sizes.png
Scale bar: 20 um.
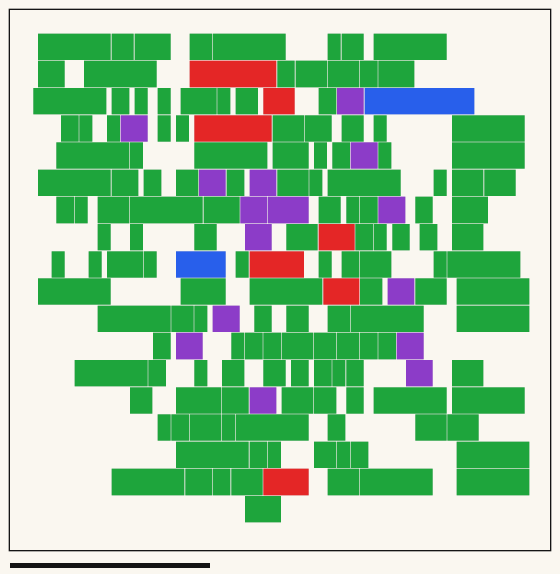
placement_by_type.png
Scale bar: 20 um.
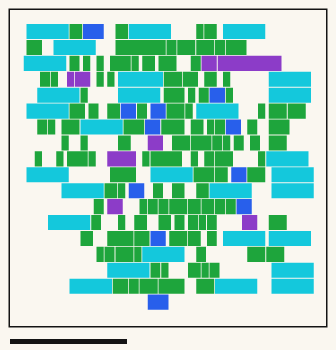
flops_by_reg.png
Scale bar: 20 um. Other sequential cells in the stronger grey, the rest of the logic in the fainter grey.
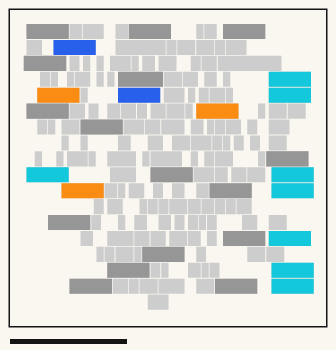
logic_types.png
Scale bar: 20 um.
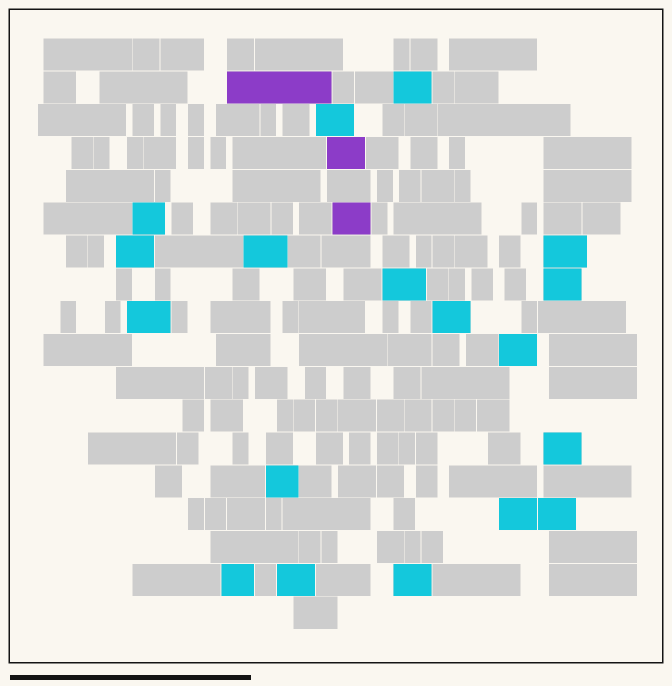
congestion.png
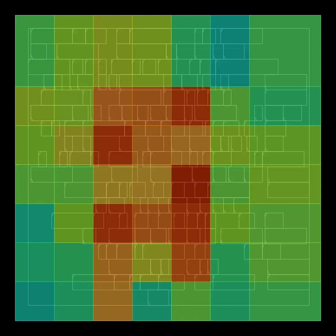
[src/rtl/gate_delay_sequencer.sv]
// Propagation-delay sequencer for a 2-input ZN = A1 & ~B1 cell: settles a baseline,
// launches one edge on the selected input and counts clk cycles until synced ZN follows.
module gate_delay_sequencer #(
  parameter int unsigned CNT_W       = 8,
  parameter int unsigned SETTLE      = 4,
  parameter int unsigned TIMEOUT     = 200,
  parameter int unsigned SYNC_STAGES = 2
) (
  input  logic             clk,
  input  logic             rst,
  input  logic             start,
  input  logic             path_sel,
  input  logic             pol,
  output logic             a1_drv,
  output logic             b1_drv,
  input  logic             zn_in,
  output logic             busy,
  output logic             done,
  output logic [CNT_W-1:0] delay_cnt,
  output logic             timeout,
  output logic             base_err
);

  localparam logic [CNT_W-1:0] SETTLE_LAST = CNT_W'(SETTLE - 1);
  localparam logic [CNT_W-1:0] TIMEOUT_CNT = CNT_W'(TIMEOUT);

  typedef enum logic [2:0] {
    S_IDLE,
    S_INIT,
    S_LAUNCH,
    S_MEASURE,
    S_REPORT
  } state_t;

  state_t                 state;
  logic                   path_q;
  logic                   pol_q;
  logic [CNT_W-1:0]       cnt;
  logic [SYNC_STAGES-1:0] sync_q;
  logic                   zn_s;
  logic                   eb;

  assign zn_s = sync_q[SYNC_STAGES-1];
  // Baseline ZN: A1 path sees ~pol directly, B1 path sees it inverted by the cell.
  assign eb   = path_q ? pol_q : ~pol_q;

  // ZN is asynchronous to clk; bring it in through a plain flop chain.
  always_ff @(posedge clk) begin
    if (rst) begin
      sync_q <= '0;
    end else begin
      sync_q[0] <= zn_in;
      for (int unsigned i = 1; i < SYNC_STAGES; i++) begin
        sync_q[i] <= sync_q[i-1];
      end
    end
  end

  always_ff @(posedge clk) begin
    if (rst) begin
      state     <= S_IDLE;
      path_q    <= 1'b0;
      pol_q     <= 1'b0;
      cnt       <= '0;
      a1_drv    <= 1'b0;
      b1_drv    <= 1'b0;
      busy      <= 1'b0;
      done      <= 1'b0;
      delay_cnt <= '0;
      timeout   <= 1'b0;
      base_err  <= 1'b0;
    end else begin
      case (state)
        S_IDLE: begin
          if (start) begin
            path_q <= path_sel;
            pol_q  <= pol;
            busy   <= 1'b1;
            cnt    <= '0;
            // Side input to its enabling value, selected input to ~pol.
            a1_drv <= path_sel | ~pol;
            b1_drv <= path_sel & ~pol;
            state  <= S_INIT;
          end
        end
        S_INIT: begin
          if (cnt == SETTLE_LAST) begin
            if (zn_s != eb) begin
              base_err  <= 1'b1;
              timeout   <= 1'b0;
              delay_cnt <= '0;
              done      <= 1'b1;
              state     <= S_REPORT;
            end else begin
              state <= S_LAUNCH;
            end
          end else begin
            cnt <= cnt + CNT_W'(1);
          end
        end
        S_LAUNCH: begin
          if (path_q) begin
            b1_drv <= pol_q;
          end else begin
            a1_drv <= pol_q;
          end
          cnt   <= '0;
          state <= S_MEASURE;
        end
        S_MEASURE: begin
          if (zn_s != eb) begin
            delay_cnt <= cnt;
            timeout   <= 1'b0;
            base_err  <= 1'b0;
            done      <= 1'b1;
            state     <= S_REPORT;
          end else if (cnt == TIMEOUT_CNT) begin
            delay_cnt <= TIMEOUT_CNT;
            timeout   <= 1'b1;
            base_err  <= 1'b0;
            done      <= 1'b1;
            state     <= S_REPORT;
          end else begin
            cnt <= cnt + CNT_W'(1);
          end
        end
        S_REPORT: begin
          done  <= 1'b0;
          busy  <= 1'b0;
          state <= S_IDLE;
        end
        default: state <= S_IDLE;
      endcase
    end
  end

endmodule
[config.mk]
export PLATFORM = sky130hd
export DESIGN_NAME = gate_delay_sequencer
export DESIGN_NICKNAME = d
export VERILOG_FILES = /design/src/rtl/gate_delay_sequencer.sv
export SDC_FILE = /design/constraint.sdc
export NUM_CORES = 1
export LEC_CHECK = 0
export CORE_MARGIN = 2
export CORE_UTILIZATION = 55
export CTS_CLUSTER_SIZE = 10
export DETAILED_ROUTE_END_ITERATION = 8
export DONT_BUFFER_PORTS = 1
export PLACE_DENSITY = 0.73
export SLEW_MARGIN = 20
export SYNTH_ARGS = -nofsm -noshare
export SYNTH_HDL_FRONTEND = slang
export SYNTH_SLANG_ARGS = --single-unit
[constraint.sdc]
create_clock -name clk -period 2.25 [get_ports clk]
set_clock_uncertainty 0.05 [all_clocks]
set_input_delay 0.225 -clock clk [delete_from_list [all_inputs] [get_ports clk]]
set_output_delay 0.225 -clock clk [all_outputs]
set_load 0.03 [all_outputs]
==> results.sh <==
# yosys + openroad results
export IMPL_syn_nets=166
export IMPL_crit_fanout=8
export IMPL_h_tree_depth=2
export IMPL_dpl_instance_area_um2=1440
export IMPL_ys_ff=29
export IMPL_hold_depth=2
export IMPL_dr_total_vias=1199
export IMPL_syn_inst=158
export IMPL_routed_wl_mm=3.02
export IMPL_first_global_vias=1055
export IMPL_warning_count=27
export IMPL_whs_endpoint="path_q"
export IMPL_run_status="finished clean"
export IMPL_min_delay_start="path_sel"
export IMPL_cp_endpoint="cnt[7]"
export IMPL_fin_crit_sh=0.948
export IMPL_clock_sinks=29
export IMPL_nClkBuffers=7
export IMPL_post_cts_setup_buffer_count=0
export IMPL_pre_cts_slack_ns=0.149
export IMPL_gp_congestion=0.905
export IMPL_ir_worst_vdd_mv=0.747
export IMPL_clkCellAreaFrac=0.0543
export IMPL_logic_gate_count=114
export IMPL_rsz0062_at_grt="no"
export IMPL_io_pins=20
export IMPL_tightest_slew_ns=0.667
export IMPL_setup_tns_ns=0
export IMPL_port_buffers=0
export IMPL_r2r_start="state[1]"
export IMPL_logic_area_um2=748
export IMPL_antenna_found_initial=0
export IMPL_die_area_um2=2920
export IMPL_wl_per_cell_um=15.2
export IMPL_num_nets_final=176
export IMPL_dp_cells=189
export IMPL_tritoncts="built"
export IMPL_post_synth_top_count_cell="dfxtp_1"
export IMPL_reg_top3="cnt x8, delay_cnt x8, state x3"
export IMPL_drv_cap=0
export IMPL_power_switching_mw=0.267
export IMPL_layout_drive_gt1_share=0.142
export IMPL_slew_violations=0
export IMPL_endpoint_kind="flip-flop"
export IMPL_leakage_nw=0.617
export IMPL_powerDensity_nw_per_um2=713
export IMPL_dieWidth_um=54
export IMPL_path_class="reg -> reg"
export IMPL_grt_pass1_wl_mm=4.92
export IMPL_hpwl_mm=2.09
export IMPL_max_slew_margin=0.554
export IMPL_synth_cell_type_count=41
export IMPL_drc_errors=0
export IMPL_n_tap_cell=30
export IMPL_critPathArrivalTime_ns=2.30
export IMPL_initCoreUtil=0.565
export IMPL_ys_top_cells_by_area="dfxtp_1, nor2_1, a21oi_1"
export IMPL_cp_startpoint="state[1]"
export IMPL_die_h_um=54
export IMPL_inv_count=7
export IMPL_crit_required_ns=2.42
export IMPL_clk_pin_slew_ns=0.09
export IMPL_synth_edff_count=0
export IMPL_swShare=0.239
export IMPL_hp_class="in -> reg"
export IMPL_ys_area_um2=1380
export IMPL_grt_max_degree=17
export IMPL_insertion_delay_ns=0.33
export IMPL_ys_dominant_reg_cell="dfxtp_1"
export IMPL_r2r_end="cnt[7]"
export IMPL_top_area_cell="dfxtp_1"
export IMPL_nFillCells=211
export IMPL_async_flop_share=0
export IMPL_dominant_cell_class="combinational gates"
export IMPL_finalSetupViolCount=0
export IMPL_cp_start_kind="flip-flop"
export IMPL_power_mw=1.12
export IMPL_cts_root_buf="clkbuf_4"
-- sizes.png (at the start) --
| colour | size | cells | share |
|---|---|---|---|
| blue | _6 and larger | 2 | 1.2% |
| purple | _3 and _4 cells | 15 | 8.9% |
| red | _2 cells | 7 | 4.1% |
| green | _0 and _1 cells | 145 | 86% |
Finished Cell Area: 1570 um^2
Final WS setup: 0.118 ns
synth-to-layout area growth: 13.9%
Non-clk bufs: 11

-- placement_by_type.png (at the start) --
| colour | class | cells |
|---|---|---|
| green | combinational and other logic | 121 |
| purple | clock drivers and dummy loads | 8 |
| cyan | flops | 29 |
| blue | other buffers and delay cells | 11 |
Seq area share: 0.371
area of the core: 2430 um^2
row cnt: 18

-- flops_by_reg.png (at the start) --
| colour | netlist name | placed flops |
|---|---|---|
| blue | `sync_q` | 2 |
| cyan | `delay_cnt` | 8 |
| orange | `state` | 3 |
not coloured: 16
final core utilization: 0.644
Flop area: 582 um^2

-- logic_types.png (at the start) --
| colour | family | cells | most used |
|---|---|---|---|
| purple | XOR/XNOR gates | 3 | xnor2_1 |
| cyan | AND-OR and OR-AND gates | 18 | a22o_1 |
most numerous logic cell after layout: dfxtp_1
combinational fraction of the cell area: 0.478
Post-Layout Cell Count: 199

-- congestion.png (at the start) --
met3 usage: 0.106
busiest layer in global routing: met1
Total GRT Usage: 0.238
M2 GR Usage: 0.323

==> placed cells by master, fill, tap and decap left out, drive strengths merged, types with 5 or more instances in the layout <==
| cell type | Yosys | layout |
|---|---|---|
| nor3 | 7 | 7 |
| o21ai | 7 | 7 |
| buf | 2 | 9 |
| inv | 7 | 7 |
| a22o | 6 | 6 |
| clkbuf | 6 | 7 |
| dfxtp | 29 | 29 |
| nand2 | 7 | 7 |
| a21oi | 11 | 11 |
| nor2 | 18 | 18 |
| nor2b | 5 | 5 |
| nand3 | 6 | 6 |
==> critical path: stages, from the launching register on <==
cell,delay (ns)
dfxtp_1,0.50
or4b_2,0.62
o2bb2ai_1,0.22
or3_4,0.18
buf_4,0.14
nor4_1,0.06
a211o_1,0.27
==> power by group through the flow <==
stage	Sequential, mW	Clock (mW)	Combinational [mW]
floorplan	0.558	0	0.0895
global placement	0.564	0	0.108
detailed placement	0.565	0	0.110
CTS	0.553	0.451	0.119
global route	0.556	0.478	0.136
finish	0.553	0.442	0.122
==> timing repair <==
item | 4_1_cts | 5_1_grt
hold buffers | 2 | 0
endpoints found under the setup margin | 0 | 10
endpoints found under the hold margin | 16 | 0
resized | 0 | 4
==> per-layer routing <==
layer  GRT usage  routed length, um  vias to the layer above
li1            -                  -                      595
met1       0.324               1410                      552
met2       0.323               1310                       46
met3       0.106                257                        6
met4      0.0958                 38                        0
met5           0                  0                        -
==> cells by family after synthesis <==
group                      after synthesis  share of synthesized area
muxes                                    3                     0.0218
AOI/OAI and AO/OA                       42                      0.217
DFF                                     29                      0.422
xor gates and xnor gates                 3                     0.0300
adders and majority gates                2                     0.0182
and+or+nand+nor                         64                      0.244
buffers and inverters                   15                     0.0464
Power and IR drop assume default switching activity.
